**config.mk**
```make
export PLATFORM = sky130hd
export DESIGN_NAME = inv_shift_rows_stream_flat
export DESIGN_NICKNAME = d
export VERILOG_FILES = /design/src/rtl/inv_shift_rows_stream_if.sv /design/src/rtl/inv_shift_rows_stream.sv /design/src/flat_wrapper.sv
export SDC_FILE = /design/constraint.sdc
export NUM_CORES = 1
export LEC_CHECK = 0
export CORE_ASPECT_RATIO = 1.75
export CORE_UTILIZATION = 41
export CTS_CLUSTER_DIAMETER = 50
export DETAILED_ROUTE_END_ITERATION = 8
export PLACE_DENSITY = 0.63
export SLEW_MARGIN = 30
export SYNTH_ARGS = -nofsm -noshare
export SYNTH_HDL_FRONTEND = slang
export SYNTH_SLANG_ARGS = --single-unit
```
**constraint.sdc**
```tcl
create_clock -name clk -period 2.6 [get_ports clk]
set_input_delay 0.52 -clock clk [delete_from_list [all_inputs] [get_ports clk]]
set_output_delay 0.52 -clock clk [all_outputs]
set_load 0.02 [all_outputs]
```
**src/rtl/inv_shift_rows_stream_if.sv**
```systemverilog
// Byte stream bundle (valid/ready/data/last) shared by the input and output
// sides of inv_shift_rows_stream.
interface inv_shift_rows_stream_if;
    logic       valid;
    logic       ready;
    logic [7:0] data;
    logic       last;

    modport master (output valid, output data, output last, input ready);
    modport slave  (input valid, input data, input last, output ready);
endinterface

```
**src/rtl/inv_shift_rows_stream.sv**
```systemverilog
// Byte-serial AES InvShiftRows with two ping-pong 16-byte banks.
// Bytes arrive column-major; they leave in inverse-shifted order at up to
// 1 byte/cycle once the first bank has filled.
// Optional feature macro: INV_SR_ADDKEY_EN adds a round_key port and XORs
// the per-block captured key into the output bytes.
module inv_shift_rows_stream (
    input  logic                    clk,
    input  logic                    rst_n,
`ifdef INV_SR_ADDKEY_EN
    input  logic [127:0]            i_round_key,
`endif
    inv_shift_rows_stream_if.slave  i_in,
    inv_shift_rows_stream_if.master o_out
);
    localparam int unsigned BYTES = 16;
    localparam int unsigned DW    = 8;
    localparam int unsigned CW    = 4;
    localparam int unsigned KW    = 128;

    logic [DW-1:0] r_bank [2][BYTES];
    logic          r_wb;
    logic          r_rb;
    logic [CW-1:0] r_wcnt;
    logic [CW-1:0] r_rcnt;
    logic [1:0]    r_full;

    logic          w_in_ready;
    logic          w_in_fire;
    logic          w_out_valid;
    logic          w_out_fire;
    logic [1:0]    w_row;
    logic [1:0]    w_col;
    logic [CW-1:0] w_src;
    logic [DW-1:0] w_byte;
    logic          w_unused_last;

    // Input-side last carries no meaning here; blocks are delimited by count.
    assign w_unused_last = i_in.last;

    assign w_in_ready  = !r_full[r_wb];
    assign w_in_fire   = i_in.valid && w_in_ready;
    assign w_out_valid = r_full[r_rb];
    assign w_out_fire  = w_out_valid && o_out.ready;

    // Output byte (r,c) comes from input byte (r, (c-r) mod 4).
    assign w_row = r_rcnt[1:0];
    assign w_col = 2'(r_rcnt[3:2] - r_rcnt[1:0]);
    assign w_src = {w_col, w_row};

`ifdef INV_SR_ADDKEY_EN
    logic [KW-1:0] r_key [2];

    // Capture the round key with input byte 0 so it stays fixed for the block.
    always_ff @(posedge clk) begin
        if (w_in_fire && (r_wcnt == '0)) begin
            r_key[r_wb] <= i_round_key;
        end
    end

    assign w_byte = r_bank[r_rb][w_src]
                  ^ DW'(r_key[r_rb] >> {4'(BYTES - 1) - r_rcnt, 3'b000});
`else
    logic [KW-1:0] w_unused_kw;
    assign w_unused_kw = '0;
    assign w_byte      = r_bank[r_rb][w_src];
`endif

    // Bank storage is not reset; the full flags alone qualify its contents.
    always_ff @(posedge clk) begin
        if (w_in_fire) begin
            r_bank[r_wb][r_wcnt] <= i_in.data;
        end
    end

    // Pointer, counter and full-flag bookkeeping for both sides.
    always_ff @(posedge clk or negedge rst_n) begin
        if (!rst_n) begin
            r_wb   <= 1'b0;
            r_rb   <= 1'b0;
            r_wcnt <= '0;
            r_rcnt <= '0;
            r_full <= '0;
        end else begin
            if (w_in_fire) begin
                r_wcnt <= r_wcnt + 1'b1;
                if (r_wcnt == CW'(BYTES - 1)) begin
                    r_full[r_wb] <= 1'b1;
                    r_wb         <= ~r_wb;
                end
            end
            if (w_out_fire) begin
                r_rcnt <= r_rcnt + 1'b1;
                if (r_rcnt == CW'(BYTES - 1)) begin
                    r_full[r_rb] <= 1'b0;
                    r_rb         <= ~r_rb;
                end
            end
        end
    end

    assign i_in.ready  = w_in_ready;
    assign o_out.valid = w_out_valid;
    assign o_out.last  = w_out_valid && (r_rcnt == CW'(BYTES - 1));
    assign o_out.data  = w_out_valid ? w_byte : '0;
endmodule
```
**src/flat_wrapper.sv**
```systemverilog
// flat-port wrapper written by rule: the top's interface ports become plain ports
module inv_shift_rows_stream_flat 
  (clk, rst_n, i_in_valid, i_in_data, i_in_last, i_in_ready, o_out_valid, o_out_data, o_out_last, o_out_ready);
  inv_shift_rows_stream_if i_in_i ();
  inv_shift_rows_stream_if o_out_i ();
  input  logic clk;
  input  logic rst_n;
  input wire logic [$bits(i_in_i.valid)-1:0] i_in_valid;
  input wire logic [$bits(i_in_i.data)-1:0] i_in_data;
  input wire logic [$bits(i_in_i.last)-1:0] i_in_last;
  output wire logic [$bits(i_in_i.ready)-1:0] i_in_ready;
  output wire logic [$bits(o_out_i.valid)-1:0] o_out_valid;
  output wire logic [$bits(o_out_i.data)-1:0] o_out_data;
  output wire logic [$bits(o_out_i.last)-1:0] o_out_last;
  input wire logic [$bits(o_out_i.ready)-1:0] o_out_ready;
  assign i_in_i.valid = i_in_valid;
  assign i_in_i.data = i_in_data;
  assign i_in_i.last = i_in_last;
  assign i_in_ready = i_in_i.ready;
  assign o_out_valid = o_out_i.valid;
  assign o_out_data = o_out_i.data;
  assign o_out_last = o_out_i.last;
  assign o_out_i.ready = o_out_ready;
  inv_shift_rows_stream u_core (.clk(clk), .rst_n(rst_n), .i_in(i_in_i), .o_out(o_out_i));
endmodule
```
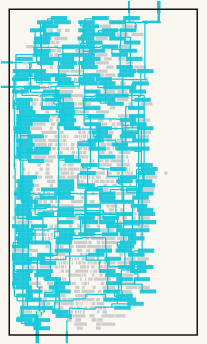
Run 1: port wiring
(1.5 px per um)
[i_in_data] cyan | bits: 8 | direction: input | edge: 3 south, 3 north, 2 west | end cells: 256 | buffers: 17 | wire: 4130 um

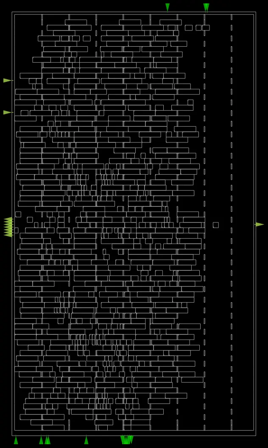
Run 1: cell outlines without signal wires
Core Util, Final: 50.73%
core area: 25860 um2
final std cells w/o fill: 1016
flip-flops: 268

==> ci_impl_report.md, run 1 <==
### Flow metrics

| Metric | Value |
|---|---|
| Failing checks | negative setup slack |
| Area after DPL | between 10000 and 15000 um2 |
| Area leader, netlist | edfxtp_1 |
| Inst Count DP | approximately 960 |
| FP Core Util | about 42% |
| Lkg Pwr | roughly 4.4 nW |
| Final WS setup | -0.4330 ns |
| Peak VDD IR | between 900 and 1000 uV |
| DRC errors left | 0 |
| Fmax | 329.7 MHz |
| Clock Skews | between 0.02 and 0.03 ns |
| Crit path launch type | flip-flop |
| H-tree levels | 1 |
| Unrepaired setup endpoints after global routing | true |
| Vias | roughly 5600 |
| Final Cell Area | around 13000 um2 |
| Sum of negative setup slack | -3.116 ns |
| Ant diodes | 0 |
| Worst min-delay path category | in -> async |
| Crit share post-route | 116.7% |
| DR pass1 iterations | 5 |
| Status | finished with violations |
| Die width | 124.4 um |
| # setup viols final | 9 |
| Largest net degree at the start of global routing | 33 |
| Area fraction in mux cells | ~14% |
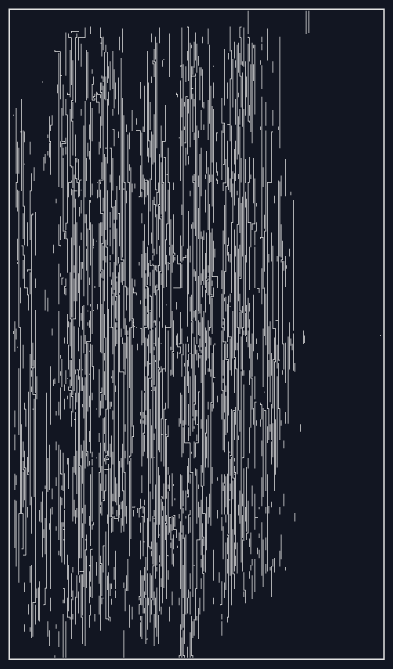
Run 1: M2 wires
(3 px per um)
wire length on this layer: 14100 um
longest straight run: 83.0 um

[run 1: layer usage]
metal / GRT usage (%) / share of wire (%) / wire length, um / up-vias
met3: 1.827 / 3.6 / 913 / 53
met4: 10.60 / 4.9 / 1233 / 0
li1: - / - / - / 2492
met5: 0 / 0 / 0 / -
met2: 36.24 / 56 / 14130 / 158
met1: 21.21 / 35 / 8841 / 2911
[run 1: worst paths after layout]
check / from / slack [ns] / cells past startpoint / endpoint
max in group asynchronous: rst_n / 1.84 / 1 / u_core.r_rcnt[0]
min in group clk: u_core.r_full[1] / 0.53 / 1 / u_core.r_full[1]
setup / recovery: u_core.r_rcnt[0] / -0.43 / 7 / o_out_data[3]
hold reg to reg: u_core.r_full[1] / 0.53 / 1 / u_core.r_full[1]
hold / removal: rst_n / 0.35 / 1 / u_core.r_full[0]
setup reg to reg: u_core.r_wb / 0.53 / 5 / u_core.r_bank[0][79]
[run 1: layout make-up]
class	count	area share, %
sequential	268	60.91
inverter	6	0.2003
tap	320	3.052
timing repair buffer	123	8.421
clock inverter	18	1.364
clock buffer	26	4.797
multi-input combinational	255	21.26
[run 1: per-stage QoR]
step           setup slack, ns  total power, W
2_1_floorplan          0.08341        0.008298
3_3_place_gp           -0.4638         0.01034
3_5_place_dp           -0.4855         0.01042
4_1_cts                -0.4344         0.01444
5_1_grt                -0.4773         0.01528
6_report               -0.4330         0.01472
[run 1: state kept, by name, summed over array words and instances, names as in the netlist]
register and flops:
u_core.r_bank 256, u_core.r_wb 1, u_core.r_wcnt 4, u_core.r_rb 1, u_core.r_full 2, u_core.r_rcnt 4
[run 1: worst max-delay path, cell delays in order (launching register included)]
cell and delay (ns):
dfrtp_2 0.38, buf_12 0.15, buf_12 0.14, mux4_2 0.51, mux2_4 0.32, a2bb2oi_4 0.18
o32ai_2 0.11, buf_4 0.17
==> run 1 -> run 2 <==
--- a/config.mk
+++ b/config.mk
@@ -5,10 +5,12 @@
 export SDC_FILE = /design/constraint.sdc
 export NUM_CORES = 1
 export LEC_CHECK = 0
+export ABC_AREA = 0
 export CORE_ASPECT_RATIO = 1.75
 export CORE_UTILIZATION = 41
 export CTS_CLUSTER_DIAMETER = 50
 export DETAILED_ROUTE_END_ITERATION = 8
+export MAX_ROUTING_LAYER = met4
 export PLACE_DENSITY = 0.63
 export SLEW_MARGIN = 30
 export SYNTH_ARGS = -nofsm -noshare
==> run 2 against run 1 <==
Effect of this change:
- the run still ends with negative setup slack left
- flip-flop count unchanged
- synthesized cell count unchanged
- core utilization up 0.12 points
- clock power about the same
- largest cell class unchanged
==> ci_impl_report.md, run 2 <==
### Flow metrics

| Metric | Value |
|---|---|
| Max reg flops | 256 |
| CP Buf/Inv Count | 3 |
| Area leader, netlist | edfxtp_1 |
| Core Util, Final | between 50% and 60% |
| Dominant delay contributor by cell family on the critical path | multiplexers |
| Clock Skews | 0.02736 ns |
| Lkg Pwr | 4.433 nW |
| Failing checks | negative setup slack |
| Peak VDD IR | about 950 uV |
| DR WL met3 | 916 um |
| Largest regs | u_core.r_bank (256), u_core.r_rcnt (4), u_core.r_wcnt (4) |
| Met3 GRT Util | under 10% |
| Critical path's slowest cell | mux4_2 |
| GR Util met1 | around a fifth |
| Die width | 124.4 um |
| Status | finished with violations |
| # setup viols final | 9 |
| Wl on met1 | 8868 um |
| Largest net degree at the start of global routing | 33 |
| FP Core Util | between 40% and 50% |
| Crit path launch type | flip-flop |
| Inst Count DP | 962 |
| Final WS setup | -0.4251 ns |
| Crit-path cells | buf_12 -> buf_12 -> mux4_2 -> mux2_4 -> a2bb2oi_4 -> o32ai_2 -> buf_4 |
| H-tree levels | 1 |
[run 2: final cells by class]
class,instances,area (um2)
Clock buffer,26,629.4
Clock inverter,18,178.9
Fill cell,2018,12710
Inverter,6,26.28
Multi-Input combinational cell,255,2800
Sequential cell,268,7991
Tap cell,320,400.4
Timing Repair Buffer,125,1125
[run 2: stage by stage]
stage	hold slack, ns	TNS (ns)	cell area [um2]
5_1_grt	0.3839	-3.620	13150
3_5_place_dp	0.5117	-3.335	11970
4_1_cts	0.3569	-3.245	12990
6_report	0.3520	-3.163	13150
2_1_floorplan	0.2244	0	10770
3_3_place_gp	0.4977	-3.323	11970
[run 2: worst paths after layout]
kind / endpoint / start / slack (ns) / cells past startpoint
max in group asynchronous: u_core.r_rcnt[0] / rst_n / 1.83 / 1
worst max-delay path: o_out_data[3] / u_core.r_rcnt[0] / -0.43 / 7
worst max register to register: u_core.r_bank[0][79] / u_core.r_wb / 0.55 / 5
worst min-delay path: u_core.r_wcnt[3] / rst_n / 0.35 / 1
worst min register to register: u_core.r_full[1] / u_core.r_full[1] / 0.53 / 1
min in group clk: u_core.r_full[1] / u_core.r_full[1] / 0.53 / 1
[run 2: cells by family (layout without fill, tap and decap cells)]
group,count (synthesis),after routing,share of synthesized area (%)
and+or+nand+nor,89,89,3.864
muxes,97,97,14.07
AOI/OAI and AO/OA,54,54,4.225
adders and majority gates,6,6,0.6984
DFF,268,268,74.31
xor gates and xnor gates,9,9,0.8032
buffers and inverters,36,175,2.025
[run 2: where the power goes]
part / switching (W) / total [W] / internal, W
sequential: 0.000203 / 0.00522 / 0.00502
combinational: 0.00300 / 0.00594 / 0.00294
clock: 0.00156 / 0.00362 / 0.00206
total: 0.00476 / 0.0148 / 0.0100
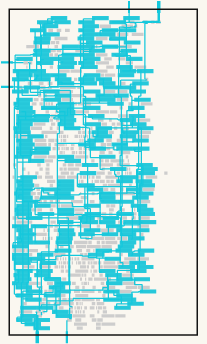
Run 2: port wiring
(1.5 px per um)
[i_in_data] cyan | bits: 8 | direction: input | edge: 3 south, 3 north, 2 west | end cells: 256 | buffers: 17 | wire: 4100 um

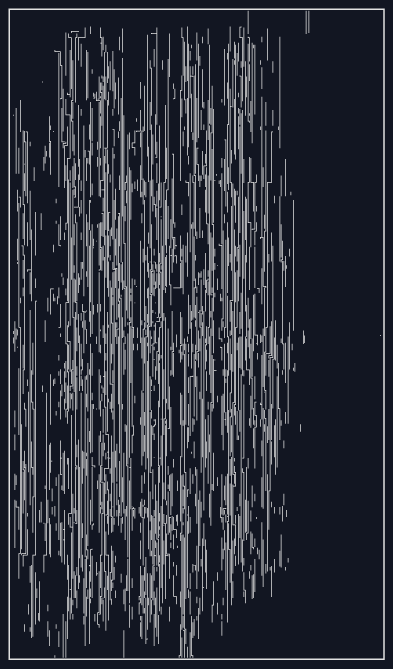
Run 2: M2 wires
(3 px per um)
wire length on this layer: 14000 um
share of all routed wire: 56%
main direction: vertical

Run 2, I/O pins on the die edge:
(3 px per um) Pins as bars across the die edge, other pins in grey.
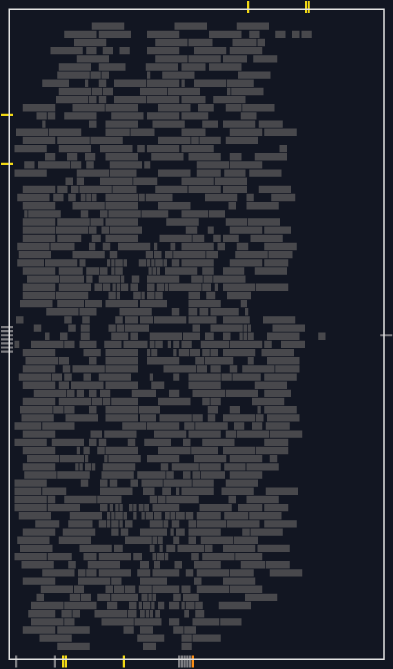

==> run 2 -> run 3 <==
--- a/config.mk
+++ b/config.mk
@@ -5,14 +5,13 @@
 export SDC_FILE = /design/constraint.sdc
 export NUM_CORES = 1
 export LEC_CHECK = 0
-export ABC_AREA = 0
+export ABC_AREA = 1
 export CORE_ASPECT_RATIO = 1.75
 export CORE_UTILIZATION = 41
 export CTS_CLUSTER_DIAMETER = 50
 export DETAILED_ROUTE_END_ITERATION = 8
 export MAX_ROUTING_LAYER = met4
-export PLACE_DENSITY = 0.63
-export SLEW_MARGIN = 30
+export PLACE_DENSITY = 0.62
 export SYNTH_ARGS = -nofsm -noshare
 export SYNTH_HDL_FRONTEND = slang
 export SYNTH_SLANG_ARGS = --single-unit
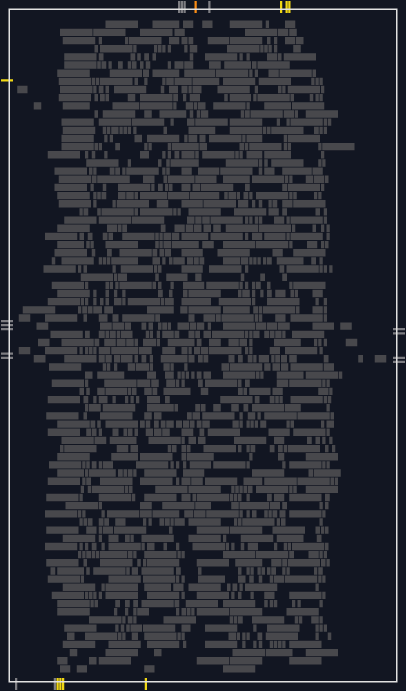
Run 3: I/O pins on the die edge
(3 px per um) Pins as bars across the die edge, other pins in grey.
[o_out_last] orange | pins: 1 | direction: output | edge: north
[i_in_data] yellow | pins: 8 | direction: input | edge: 4 south, 3 north, 1 west
all pins by edge: 8 north, 6 south, 6 west, 4 east

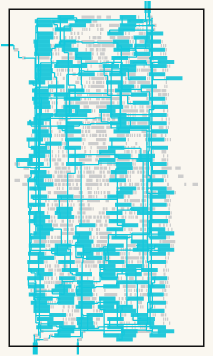
Run 3: port wiring
(1.5 px per um)
[i_in_data] cyan | bits: 8 | direction: input | edge: 4 south, 3 north, 1 west | end cells: 256 | buffers: 16 | wire: 4570 um

==> run 3 against run 2 <==
Effect of this change:
- the run still ends with negative setup slack left
- cell count is 54% higher
- worst hold slack better by 0.053 ns
- synthesized area is 7.1% higher
- synthesized cell count is 92% higher
- register-to-register slack worse by 0.09 ns
- global-route usage is 1.7 points higher
- die area is 7.0% higher
- critical path depth is 3 higher
- first-iteration DRC count is 38% higher
- largest cell class unchanged
- highest routed layer unchanged
==> ci_impl_report.md, run 3 <==
### Flow metrics

| Metric | Value |
|---|---|
| Pre-CTS WS | -0.2371 ns |
| Largest regs | u_core.r_bank (256), u_core.r_rcnt (4), u_core.r_wcnt (4) |
| Min Hold Slack | slightly above 0.4 ns |
| Area leader, netlist | edfxtp_1 |
| CP Buf/Inv Count | 6 |
| Overall Power | roughly 0.017 W |
| Unrepaired setup endpoints after global routing | true |
| Largest net degree at the start of global routing | 34 |
| Net switching power figure | about 0.0069 W |
| Wl on met1 | about 10000 um |
| Failing checks | negative setup slack |
| Crit share post-route | 109.6% |
| H-tree levels | 1 |
| Ant diodes | 0 |
| Max incr delay on CP | between 0.4 and 0.5 ns |
| Metal2 WL | ~17000 um |
| Status | finished with violations |
| Internal | a little over 0.01 W |
| Dominant delay contributor by cell family on the critical path | buffers and inverters |
| Combinational share of power | 50.5% |
| # setup viols final | 10 |
| Final WS setup | -0.2503 ns |
| Clock Skews | around 0.012 ns |
| Lkg Pwr | about 5.6 nW |
| Final std cells w/o fill | around 1600 |
| DR top layer | met4 |
| Fmax | 350.8 MHz |
| DRC errors left | 0 |
| Met3 GRT Util | under 10% |
| Crit path launch type | flip-flop |
| GR Util met1 | between 20% and 30% |
[run 3: cell types whose count changed in the layout (fill, tap and decap cells not counted), moves of 38 or more]
cell and delta:
nand3_1 +86, mux4_2 -42, nor2_1 +38, mux2i_1 -39
nand2_1 +317, nand3_2 +43
[run 3: path summary, 6_finish.rpt]
path / start / end / slack [ns] / cells past startpoint
setup / recovery: u_core.r_rb / o_out_data[4] / -0.25 / 10
hold reg to reg: u_core.r_wcnt[2] / u_core.r_wcnt[2] / 0.55 / 1
setup reg to reg: u_core.r_wb / u_core.r_bank[1][55] / 0.46 / 7
hold / removal: rst_n / u_core.r_wcnt[3] / 0.41 / 1
max in group asynchronous: rst_n / u_core.r_rb / 1.70 / 1
min in group clk: u_core.r_wcnt[2] / u_core.r_wcnt[2] / 0.55 / 1
[run 3: stage by stage]
stage,area [um2],util (%),setup TNS [ns]
after floorplan,11520,-,0
after global placement,12880,46.97,-1.439
after detailed placement,12880,46.97,-1.556
after CTS,13890,50.66,-2.094
after global routing,14500,52.88,-2.446
final,14500,52.88,-1.927
[run 3: logic make-up (layout without fill, tap and decap cells)]
family	after synthesis	after routing	share of synthesized area (%)
compound gates	39	39	1.923
xor+xnor	9	9	1.010
fa+ha+maj	6	6	0.6519
buf+inv	134	258	4.661
flops	268	268	69.36
simple gates	616	616	22.39
[run 3: layout make-up]
class | count | area, um2
Fill cell | 2420 | 12920
Sequential cell | 268 | 7993
Multi-Input combinational cell | 670 | 3431
Timing Repair Buffer | 136 | 1550
Clock buffer | 29 | 598.1
Tap cell | 369 | 461.7
Inverter | 80 | 336.6
Clock inverter | 12 | 117.6
Timing Repair inverter | 1 | 16.27

==> notes/layouts.md <==
Pictures saved along the way, in no particular order.

Routed metal, one colour a layer.
(1.5 px per um) Two of the layers only.
image #1
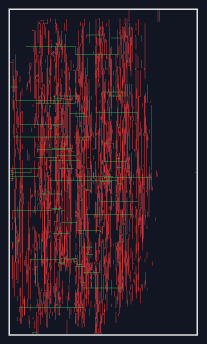
image #2
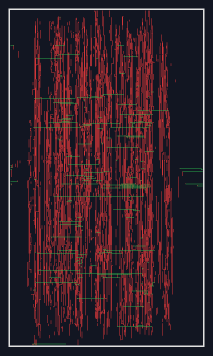
| from | picture |
|---|---|
| run 3 | image #2 |
| run 1 | image #1 |

Key to image #2:
[metal 3] green | wire length: 1230 um
[metal 2] red | wire length: 16900 um

Power and IR drop assume default switching activity.
